Congestion heat map:
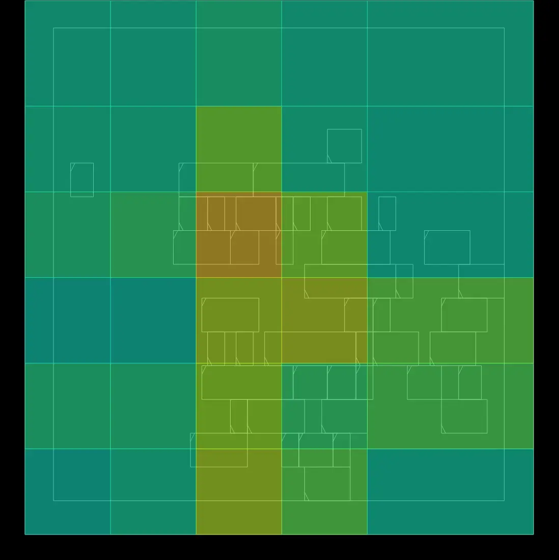
Metal 1:
Bar = 10 um. Supply wires on this layer in gray. Cells faint in the background.
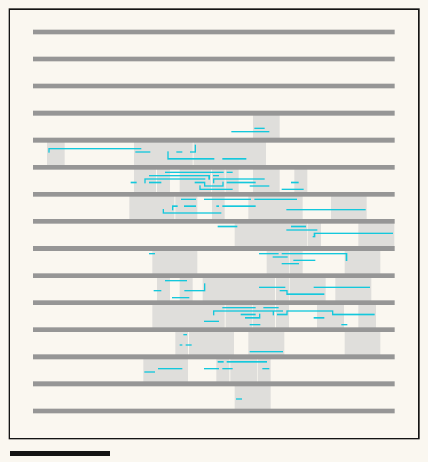
<file path="src/rtl/led_seq_pkg.sv">
// Shared types and constants for the LED sequence checker and any other
// consumer of the sequencer's one-hot LED bus.
`timescale 1ns/1ps
package led_seq_pkg;

    // Checker FSM: hunting for a run of correct steps, or tracking a locked run.
    typedef enum logic {
        SEARCH = 1'b0,
        LOCKED = 1'b1
    } state_e;

    localparam int IDX_W = 3;
    localparam int LED_W = 8;

    localparam logic [7:0] ERR_MAX = 8'hFF;

    // Index the sequencer should show after idx; the 3-bit wrap is intentional.
    function automatic logic [IDX_W-1:0] step_idx(input logic [IDX_W-1:0] idx,
                                                   input logic            dir);
        logic [IDX_W-1:0] nxt;
        nxt = dir ? (idx - 3'd1) : (idx + 3'd1);
        return nxt;
    endfunction

    // Increment that sticks at ERR_MAX instead of wrapping back to zero.
    function automatic logic [7:0] sat_inc8(input logic [7:0] val);
        logic [7:0] res;
        res = (val == ERR_MAX) ? val : (val + 8'd1);
        return res;
    endfunction

endpackage

</file>
<file path="src/rtl/onehot_enc8.sv">
// Combinational one-hot encoder for the 8-bit LED bus. o_valid is high only
// when exactly one bit is set; o_idx is that bit's position (don't-care when
// o_valid is low).
`timescale 1ns/1ps
module onehot_enc8
    import led_seq_pkg::*;
(
    input  logic [LED_W-1:0] i_led,
    output logic [IDX_W-1:0] o_idx,
    output logic             o_valid
);

    logic [IDX_W-1:0] w_idx;
    logic [3:0]       w_cnt;

    // OR together the positions of set bits and count them; for a one-hot
    // input the OR is exactly the position of the single set bit.
    always_comb begin
        w_idx = 3'd0;
        w_cnt = 4'd0;
        for (int i = 0; i < LED_W; i++) begin
            w_idx = w_idx | (i_led[i] ? 3'(i) : 3'd0);
            w_cnt = w_cnt + {3'd0, i_led[i]};
        end
    end

    assign o_idx   = w_idx;
    assign o_valid = (w_cnt == 4'd1);

endmodule

</file>
<file path="config.mk">
export PLATFORM = sky130hd
export DESIGN_NAME = onehot_enc8
export DESIGN_NICKNAME = d
export VERILOG_FILES = /design/src/rtl/led_seq_pkg.sv /design/src/rtl/onehot_enc8.sv
export SDC_FILE = /design/constraint.sdc
export NUM_CORES = 1
export LEC_CHECK = 0
export CORE_AREA = 2 2 39 41
export DETAILED_ROUTE_END_ITERATION = 7
export DIE_AREA = 0 0 41 43
export SLEW_MARGIN = 20
export SYNTH_ARGS = -nofsm -noshare
export SYNTH_HDL_FRONTEND = slang
export SYNTH_SLANG_ARGS = --single-unit
</file>
<file path="constraint.sdc">
create_clock -name vclk -period 5.3
set_input_delay 1.06 -clock vclk [all_inputs]
set_output_delay 1.06 -clock vclk [all_outputs]
set_load 0.01 [all_outputs]
</file>
==> summary.txt <==
Results of an implementation run.

The number of buffers added for setup after CTS is 0. The die outline height is 43 um. In this run the remaining antenna-violating nets after routing total 0. After filler insertion, the fill cell instance count of the layout stands at 158. The report lists the number of cells resized after CTS as 7. The cell row count is 14.

Counting the warning lines in the Yosys log gives 0. The simple logic cell fraction of the synthesized area is 0.198. Yosys attributes the largest share of cell area to sky130_fd_sc_hd__fa_1 (35%), sky130_fd_sc_hd__inv_1 (21%), sky130_fd_sc_hd__ha_1 (16%), sky130_fd_sc_hd__o41ai_2 (7.1%), sky130_fd_sc_hd__nand4_1 (5.5%).

The most frequent cell after synthesis is sky130_fd_sc_hd__inv_1. The stage logs contain a warning count of 33. The largest net degree at the start of global routing is 4. The fraction of the mapped netlist area in adder cells is 0.516. The tap cell count is 16. Multi-input logic gates represent a cell area share of 0.459. The internal power of the cells is 34.0 uW. The via count of the first global-routing pass is 217. Routed signal wires occupy layers up through met3. The global route total overflow is 0.

The timing report gives the biggest stage delay along the critical path as 0.55 ns. The fraction of power spent switching nets is 0.453. The path with the worst hold slack has its endpoint at o_idx[0]. The type of the worst min-delay path is in2out. Global route summary, busiest routing layer listed as met2. The worst hold path begins at i_led[3].

15 cells are multi-input combinational gates. Walking the critical path from launch to capture passes 12 cell instances. The summed area of non-filler cells in the final layout is 395 um2. The layout report gives the register share of total cell area as 0.

In this run the mean area of a mapped cell was 8.13 um2. STA classifies the critical path startpoint as an input pin. The layout report lists the combined flip-flop and latch area as 0 um2. The final hold violation count recorded for this run is 0.

The number of input and output port buffers inserted is 12. The core area is 1380 um2. After synthesis, the share of cell area in mux cells is 0. In the log, the iteration count for the first detailed-route pass is 3. The post-synthesis cell area is 228 um2. The switching power summed over all nets is 28.1 uW.

The slowest cell on the critical path is sky130_fd_sc_hd__fa_1. The biggest fanout along the worst timing path is 2. The power dissipated in the clock network is 0 uW. Summed over all instances, the cell type with the most area after synthesis is sky130_fd_sc_hd__fa_1. Summed over all routing layers, the global router reports a total usage of 0.0573.

In the layout the commonest cells are sky130_fd_sc_hd__inv_1 (10), sky130_fd_sc_hd__clkdlybuf4s50_1 (8), sky130_fd_sc_hd__fa_1 (4), sky130_fd_sc_hd__buf_4 (4), sky130_fd_sc_hd__inv_2 (3). The worst setup path is captured at an output port. The layout has 0 clock buffers. The report lists the cells along the critical path as clkbuf_2, inv_2, fa_1, fa_1, fa_1, inv_1, ha_2, inv_2, fa_1, nand2_1, o41ai_2, buf_2. The synthesized instance count is 28. The worst voltage drop across the vdd grid is 0.0000715 V.

The overall die area is 1760 um2. Power attributed to combinational cells is 62.0 uW. In the per-layer breakdown of the detailed-route log, met1 shows 187 um.

Of the total synthesized cell area, the portion taken by AND-OR and OR-AND cells is 0.0714. Of all the cell area in the finished design, the clock network holds 0. The floorplan step set the die width to 41 um.

The worst slew margin relative to its limit is 0.851. The count of inverters other than clock inverters in the layout is 13. The transition time recorded at the tightest slew-check pin is 0.221 ns. By area, logic gates come first.

For reference, the critical path is launched at i_led[3]. The share of synthesized area in the top cell type comes to 0.352. The cell area power density is 157 nW/um2. In the routed layout, each cell is associated on average with a via count of 3.77. The number of antenna violations at the first check in global routing came to 0. The remaining routing DRC violations is 0. The amount of wire on met2 after detailed routing is 185 um. The I/O pin total is 12.

The category of cells accounting for the largest share of critical-path delay is adder cells. The global-route wire length before repair is 772 um. The worst slack at placement is -0.493 ns.

The count of unique library cells instantiated by Yosys is 10. The post-route worst hold slack is 2.83 ns. The critical path ends at o_valid. For the finished layout, the period the worst path requires is 5.04 ns. For reference, the final report shows the max-slew violation count at 0. The most common logic cell in the routed design is sky130_fd_sc_hd__inv_1. Max-cap violations in this run came to 0. The maximum clock frequency is 198 MHz. The critical path endpoint has a required time of 4.24 ns. The number of instances on the worst hold path is 4. The antenna diode count is 0. The number of instances in the placed design is 58. For the worst setup path, the data arrival time is 3.98 ns. Per the synthesis report, the XOR/XNOR share of the synthesized area is 0.

The completed layout was analyzed and its total power is 62.0 uW. The power report attributes to the clock group a share of 0. The buffer count excluding the clock tree in the final layout is 16. By count the netlist is led by sky130_fd_sc_hd__inv_1 (13), sky130_fd_sc_hd__fa_1 (4), sky130_fd_sc_hd__ha_1 (3). The leakage component of the power was reported as 0.220 nW. The total number of nets in the final design is 61. The timing report shows the most common cell along the critical path to be sky130_fd_sc_hd__fa_1.

The post-cts hold buffer count is 0. Setup slack on the critical path of the routed design comes to 0.261 ns. Of the cells placed in the final design, the portion with a size suffix greater than 1 is 0.250.

The aggregate negative setup slack is 0 ns. The flow measured a signed area growth from synthesis to layout of 73.6%. The final estimated routing congestion in global placement is 0.629. The synthesized netlist has a Yosys-reported chip area of 228 um2. Setup repair after global routing left no endpoint under its margin. The met3 wire length is 50 um. The fraction of power consumed by sequential logic is 0.

The flow ran to the end, and the final reports show no timing, DRC or antenna violations. The share of the clock period used by the worst path after layout is 0.951. Yosys shows that the main logic family after synthesis is adder cells. The group that draws the most power in this run is combinational logic. Power attributed to sequential cells is 0 uW. Counting both buffers and inverters, the worst setup path holds a total of 5.

The post-synthesis sequential area ratio is 0. After the first detailed-routing iteration, the DRC count stood at 3. The final tally of setup violations is 0. The worst setup path is of the in2out kind. Counting every net in the synthesized netlist gives 43. The initial utilization of the core area, before any placement, comes to 0.165. The final cell count without fillers is 60. The non-clock buffer share of cell area is 0.367. The post-place instance area is 383 um2. The combinational group share of total power is 1.000. The synthesized netlist was found by Yosys to have 28 cells.

In the finished design the tool counted flip-flops and latches totalling 0. The layout report lists the multi-input gate area as 181 um2.
About 'congestion heat map':
met3 Usage GRT: 0
final routed wire length divided by cell count: 7.05 um
post-layout utilization of the core: 0.286
routing usage on met2: 0.109

About 'metal 1':
The longest straight run is 9.20 um. The wires run mostly horizontal. 49 nets have wire on it.
detailed-route wire length: 423 um
met1 Track Usage GR: 0.0712
via total after detailed routing: 226

Power and IR drop assume default switching activity.
